## src/rtl/axi_lite_pkg.sv

```systemverilog
// Shared AXI4-Lite definitions: response codes, default protection and the
// master arbiter FSM state encoding.
package axi_lite_pkg;

  localparam logic [1:0] RESP_OKAY   = 2'b00;
  localparam logic [1:0] RESP_EXOKAY = 2'b01;
  localparam logic [1:0] RESP_SLVERR = 2'b10;
  localparam logic [1:0] RESP_DECERR = 2'b11;

  localparam logic [2:0] PROT_DEFAULT = 3'b000;

  typedef enum logic [2:0] {
    ST_IDLE         = 3'd0,
    ST_RD_ADDR      = 3'd1,
    ST_RD_DATA      = 3'd2,
    ST_WR_ADDR_DATA = 3'd3,
    ST_WR_RESP      = 3'd4,
    ST_RESP         = 3'd5
  } state_t;

endpackage

```

## src/rtl/rr_arbiter2.sv

```systemverilog
// Two-way round-robin grant: the requester at index ptr has priority, the
// other wins only when ptr's requester is idle. Purely combinational.
module rr_arbiter2 (
  input  logic [1:0] req,
  input  logic       ptr,
  output logic [1:0] grant
);

  always_comb begin
    grant = 2'b00;
    if (req[ptr]) begin
      grant[ptr] = 1'b1;
    end else if (req[~ptr]) begin
      grant[~ptr] = 1'b1;
    end
  end

endmodule

```

## src/rtl/axi_lite_master_arbiter.sv

```systemverilog
// Shares one AXI4-Lite master port between two command requesters, one
// transaction outstanding at a time, with round-robin arbitration.
module axi_lite_master_arbiter
  import axi_lite_pkg::*;
#(
  parameter int ADDR_W = 32,
  parameter int DATA_W = 32
) (
  input  logic                    clk,
  input  logic                    rst_n,
  input  logic [1:0]              req_valid,
  output logic [1:0]              req_ready,
  input  logic [1:0]              req_write,
  input  logic [2*ADDR_W-1:0]     req_addr,
  input  logic [2*DATA_W-1:0]     req_wdata,
  input  logic [2*(DATA_W/8)-1:0] req_wstrb,
  output logic [1:0]              rsp_valid,
  output logic [DATA_W-1:0]       rsp_rdata,
  output logic [1:0]              rsp_resp,
  output logic                    ARVALID,
  output logic [ADDR_W-1:0]       ARADDR,
  output logic [2:0]              ARPROT,
  input  logic                    ARREADY,
  input  logic                    RVALID,
  input  logic [DATA_W-1:0]       RDATA,
  input  logic [1:0]              RRESP,
  output logic                    RREADY,
  output logic                    AWVALID,
  output logic [ADDR_W-1:0]       AWADDR,
  output logic [2:0]              AWPROT,
  input  logic                    AWREADY,
  output logic                    WVALID,
  output logic [DATA_W-1:0]       WDATA,
  output logic [DATA_W/8-1:0]     WSTRB,
  input  logic                    WREADY,
  input  logic                    BVALID,
  input  logic [1:0]              BRESP,
  output logic                    BREADY
);

  localparam int STRB_W = DATA_W / 8;

  state_t              state, state_nxt;
  logic                ptr;
  logic                gnt_idx;
  logic                aw_done, w_done;
  logic [1:0]          grant;
  logic                gnt_sel;
  logic                cmd_write;
  logic [ADDR_W-1:0]   addr_q;
  logic [DATA_W-1:0]   wdata_q;
  logic [STRB_W-1:0]   wstrb_q;
  logic [DATA_W-1:0]   rdata_q;
  logic [1:0]          resp_q;

  rr_arbiter2 u_arb (
    .req   (req_valid),
    .ptr   (ptr),
    .grant (grant)
  );

  assign gnt_sel   = grant[1];
  assign cmd_write = gnt_sel ? req_write[1] : req_write[0];

  always_ff @(posedge clk) begin
    if (!rst_n) begin
      state <= ST_IDLE;
    end else begin
      state <= state_nxt;
    end
  end

  // A handshake counts as done if seen in an earlier cycle or on this edge.
  always_comb begin
    state_nxt = state;
    case (state)
      ST_IDLE: begin
        if (|req_valid) begin
          state_nxt = cmd_write ? ST_WR_ADDR_DATA : ST_RD_ADDR;
        end
      end
      ST_RD_ADDR:      if (ARREADY) state_nxt = ST_RD_DATA;
      ST_RD_DATA:      if (RVALID)  state_nxt = ST_RESP;
      ST_WR_ADDR_DATA: begin
        if ((aw_done || AWREADY) && (w_done || WREADY)) begin
          state_nxt = ST_WR_RESP;
        end
      end
      ST_WR_RESP:      if (BVALID)  state_nxt = ST_RESP;
      ST_RESP:         state_nxt = ST_IDLE;
      default:         state_nxt = ST_IDLE;
    endcase
  end

  // req_ready is masked by reset so a held request is never accepted then.
  always_comb begin
    req_ready = 2'b00;
    rsp_valid = 2'b00;
    ARVALID   = 1'b0;
    ARADDR    = '0;
    RREADY    = 1'b0;
    AWVALID   = 1'b0;
    AWADDR    = '0;
    WVALID    = 1'b0;
    WDATA     = '0;
    WSTRB     = '0;
    BREADY    = 1'b0;
    case (state)
      ST_IDLE:    if (rst_n) req_ready = grant;
      ST_RD_ADDR: begin
        ARVALID = 1'b1;
        ARADDR  = addr_q;
      end
      ST_RD_DATA: RREADY = 1'b1;
      ST_WR_ADDR_DATA: begin
        AWVALID = !aw_done;
        AWADDR  = aw_done ? '0 : addr_q;
        WVALID  = !w_done;
        WDATA   = w_done ? '0 : wdata_q;
        WSTRB   = w_done ? '0 : wstrb_q;
      end
      ST_WR_RESP: BREADY = 1'b1;
      ST_RESP:    rsp_valid = gnt_idx ? 2'b10 : 2'b01;
      default: ;
    endcase
  end

  assign ARPROT    = PROT_DEFAULT;
  assign AWPROT    = PROT_DEFAULT;
  assign rsp_rdata = rdata_q;
  assign rsp_resp  = resp_q;

  always_ff @(posedge clk) begin
    if (!rst_n) begin
      ptr     <= 1'b0;
      gnt_idx <= 1'b0;
      aw_done <= 1'b0;
      w_done  <= 1'b0;
      rdata_q <= '0;
      resp_q  <= RESP_OKAY;
    end else begin
      case (state)
        ST_IDLE: begin
          aw_done <= 1'b0;
          w_done  <= 1'b0;
          if (|req_valid) gnt_idx <= gnt_sel;
        end
        ST_WR_ADDR_DATA: begin
          if (AWREADY) aw_done <= 1'b1;
          if (WREADY)  w_done  <= 1'b1;
        end
        ST_RD_DATA: begin
          if (RVALID) begin
            rdata_q <= RDATA;
            resp_q  <= RRESP;
          end
        end
        ST_WR_RESP: begin
          if (BVALID) begin
            rdata_q <= '0;
            resp_q  <= BRESP;
          end
        end
        ST_RESP: ptr <= ~gnt_idx;
        default: ;
      endcase
    end
  end

  // Command payload needs no reset: it is only observed after a capture.
  always_ff @(posedge clk) begin
    if (state == ST_IDLE && (|req_valid)) begin
      addr_q  <= gnt_sel ? req_addr[2*ADDR_W-1:ADDR_W]   : req_addr[ADDR_W-1:0];
      wdata_q <= gnt_sel ? req_wdata[2*DATA_W-1:DATA_W]  : req_wdata[DATA_W-1:0];
      wstrb_q <= gnt_sel ? req_wstrb[2*STRB_W-1:STRB_W]  : req_wstrb[STRB_W-1:0];
    end
  end

endmodule

```

## config.mk

```make
export PLATFORM = sky130hd
export DESIGN_NAME = axi_lite_master_arbiter
export DESIGN_NICKNAME = d
export VERILOG_FILES = /design/src/rtl/axi_lite_pkg.sv /design/src/rtl/rr_arbiter2.sv /design/src/rtl/axi_lite_master_arbiter.sv
export SDC_FILE = /design/constraint.sdc
export NUM_CORES = 1
export LEC_CHECK = 0
export CORE_AREA = 2 2 129 131
export CTS_CLUSTER_DIAMETER = 100
export DETAILED_ROUTE_END_ITERATION = 12
export DIE_AREA = 0 0 131 133
export GPL_ROUTABILITY_DRIVEN = 0
export GPL_TIMING_DRIVEN = 0
export PLACE_DENSITY = 0.78
export SYNTH_ARGS = -nofsm -noshare
export SYNTH_HDL_FRONTEND = slang
export SYNTH_SLANG_ARGS = --single-unit
export TNS_END_PERCENT = 1
```

## constraint.sdc

```tcl
create_clock -name clk -period 10.3 [get_ports clk]
set_clock_uncertainty 0.2 [all_clocks]
set_input_delay 1.03 -clock clk [delete_from_list [all_inputs] [get_ports clk]]
set_output_delay 1.03 -clock clk [all_outputs]
set_load 0.05 [all_outputs]
```

Clock wiring as the flow saved it:
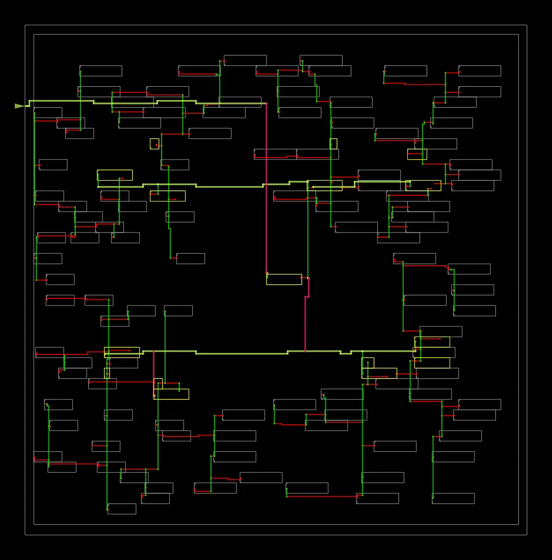
P_clk: 0.347 mW
clock buffer count: 12

Placement by cell class:
Drawn at 4 px/um.
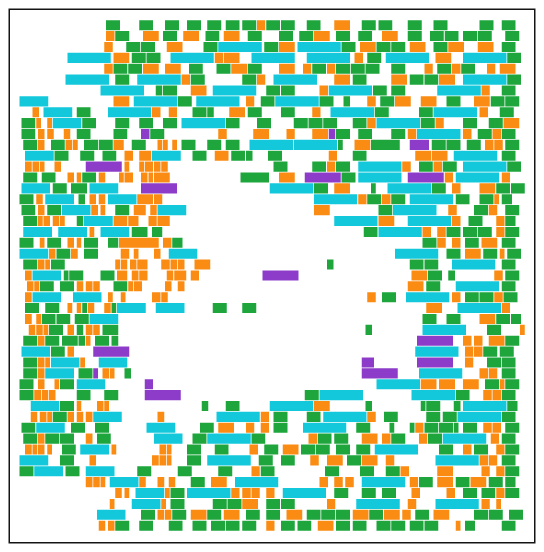
| colour | class | cells |
|---|---|---|
| green | other buffers and delay cells | 365 |
| cyan | flops | 109 |
| orange | all other logic | 331 |
| purple | clock drivers and dummy loads | 16 |

M3 wires:
Drawn at 3 px/um.
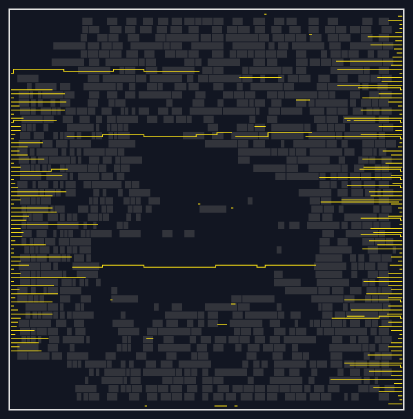
wire length on this layer: 1550 um
main direction: horizontal
share of all routed wire: 9.0%
met3 GRT Util: 6.996%
Vias: 4738
final WL: 17210 um

==> results_slide.txt <==
Run Summary

Cells and area
  • Top Layout Cells: 325 x clkdlybuf4s50_1, 104 x and2_1, 68 x mux2_2, 68 x edfxtp_1, 41 x dfxtp_1
  • Cell Count, Final, Fillers Out: 1042
  • Logic area: 0.002217 mm2
  • Comb gates: 327
  • Post-route cell area: 0.009186 mm2
  • Logic share of the area: 24.14%
  • Filler cells: 1421

Route
  • Met3 WL: 1553 um
  • 1st-iter DRT viols: 193
  • Routed wl met2: 9244 um

Clock tree
  • H-Tree Depth: 3
  • Clk buf depth: 2

Power and ir drop
  • Sequential power share: 37.4%
  • Pint: 0.9948 mW
  • Leakage: 3.303 nW
  • Sw Pwr: 0.5748 mW
  • Leading power group: combinational logic
  • IR drop worst, VDD: 0.1004 mV

Setup path
  • Worst reg-to-reg path cell count: 5
  • Top delay family on crit path: buffers and inverters
  • Most Frequent Cell on Critical Path: clkdlybuf4s50_1
  • Crit path from: req_valid[0]
  • Setup crit end kind: primary output
  • Startpoint Class: input port
  • CP endpoint: req_ready[0]
  • Crit-path max cell delay: 0.83 ns

Outcome
  • Status: finished, final reports clean

Timing
  • Fmax: 214.3 MHz
  • Cycle use final: 45.31%
  • Max_slew headroom: 23.11%
  • Sum of negative setup slack: 0 ns

Yosys
  • Gate Count Post-Synth: 473
  • Synth warnings: 0
  • Area leader, netlist: edfxtp_1

Floorplan
  • Chip width: 131 um
Routed metal per tile:
Drawn at 3 px/um. 26 x 27 tiles, from dark purple (low) to yellow (high), scaled to the fullest tile. Values are wire area over tile area, all layers added.
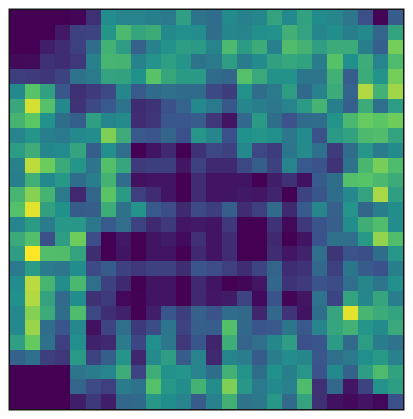
mean over tiles: 0.16
nearly empty tiles: 7.0%
emptiest ninth of the die: centre
Total GRT Usage: 19.51%
post-DR wirelength/cell: 16.52 um

Cells by drive strength:
Drawn at 2 px/um.
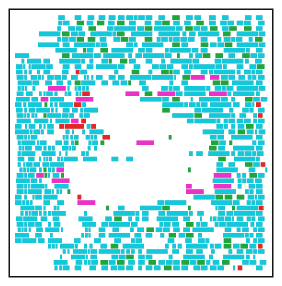
| colour | size | cells | most used |
|---|---|---|---|
| magenta | drive 6 and up | 18 | clkbuf_16 |
| red | drive 3 to 4 | 15 | buf_4 |
| cyan | drive 1 or less | 700 | clkdlybuf4s50_1 |
| green | drive 2 | 88 | mux2_2 |
area grow syn2layout: 73.49%
Non-clk bufs: 365
final worst slack: 5.633 ns

No activity file was given, so power comes from the tool's default toggle rates.
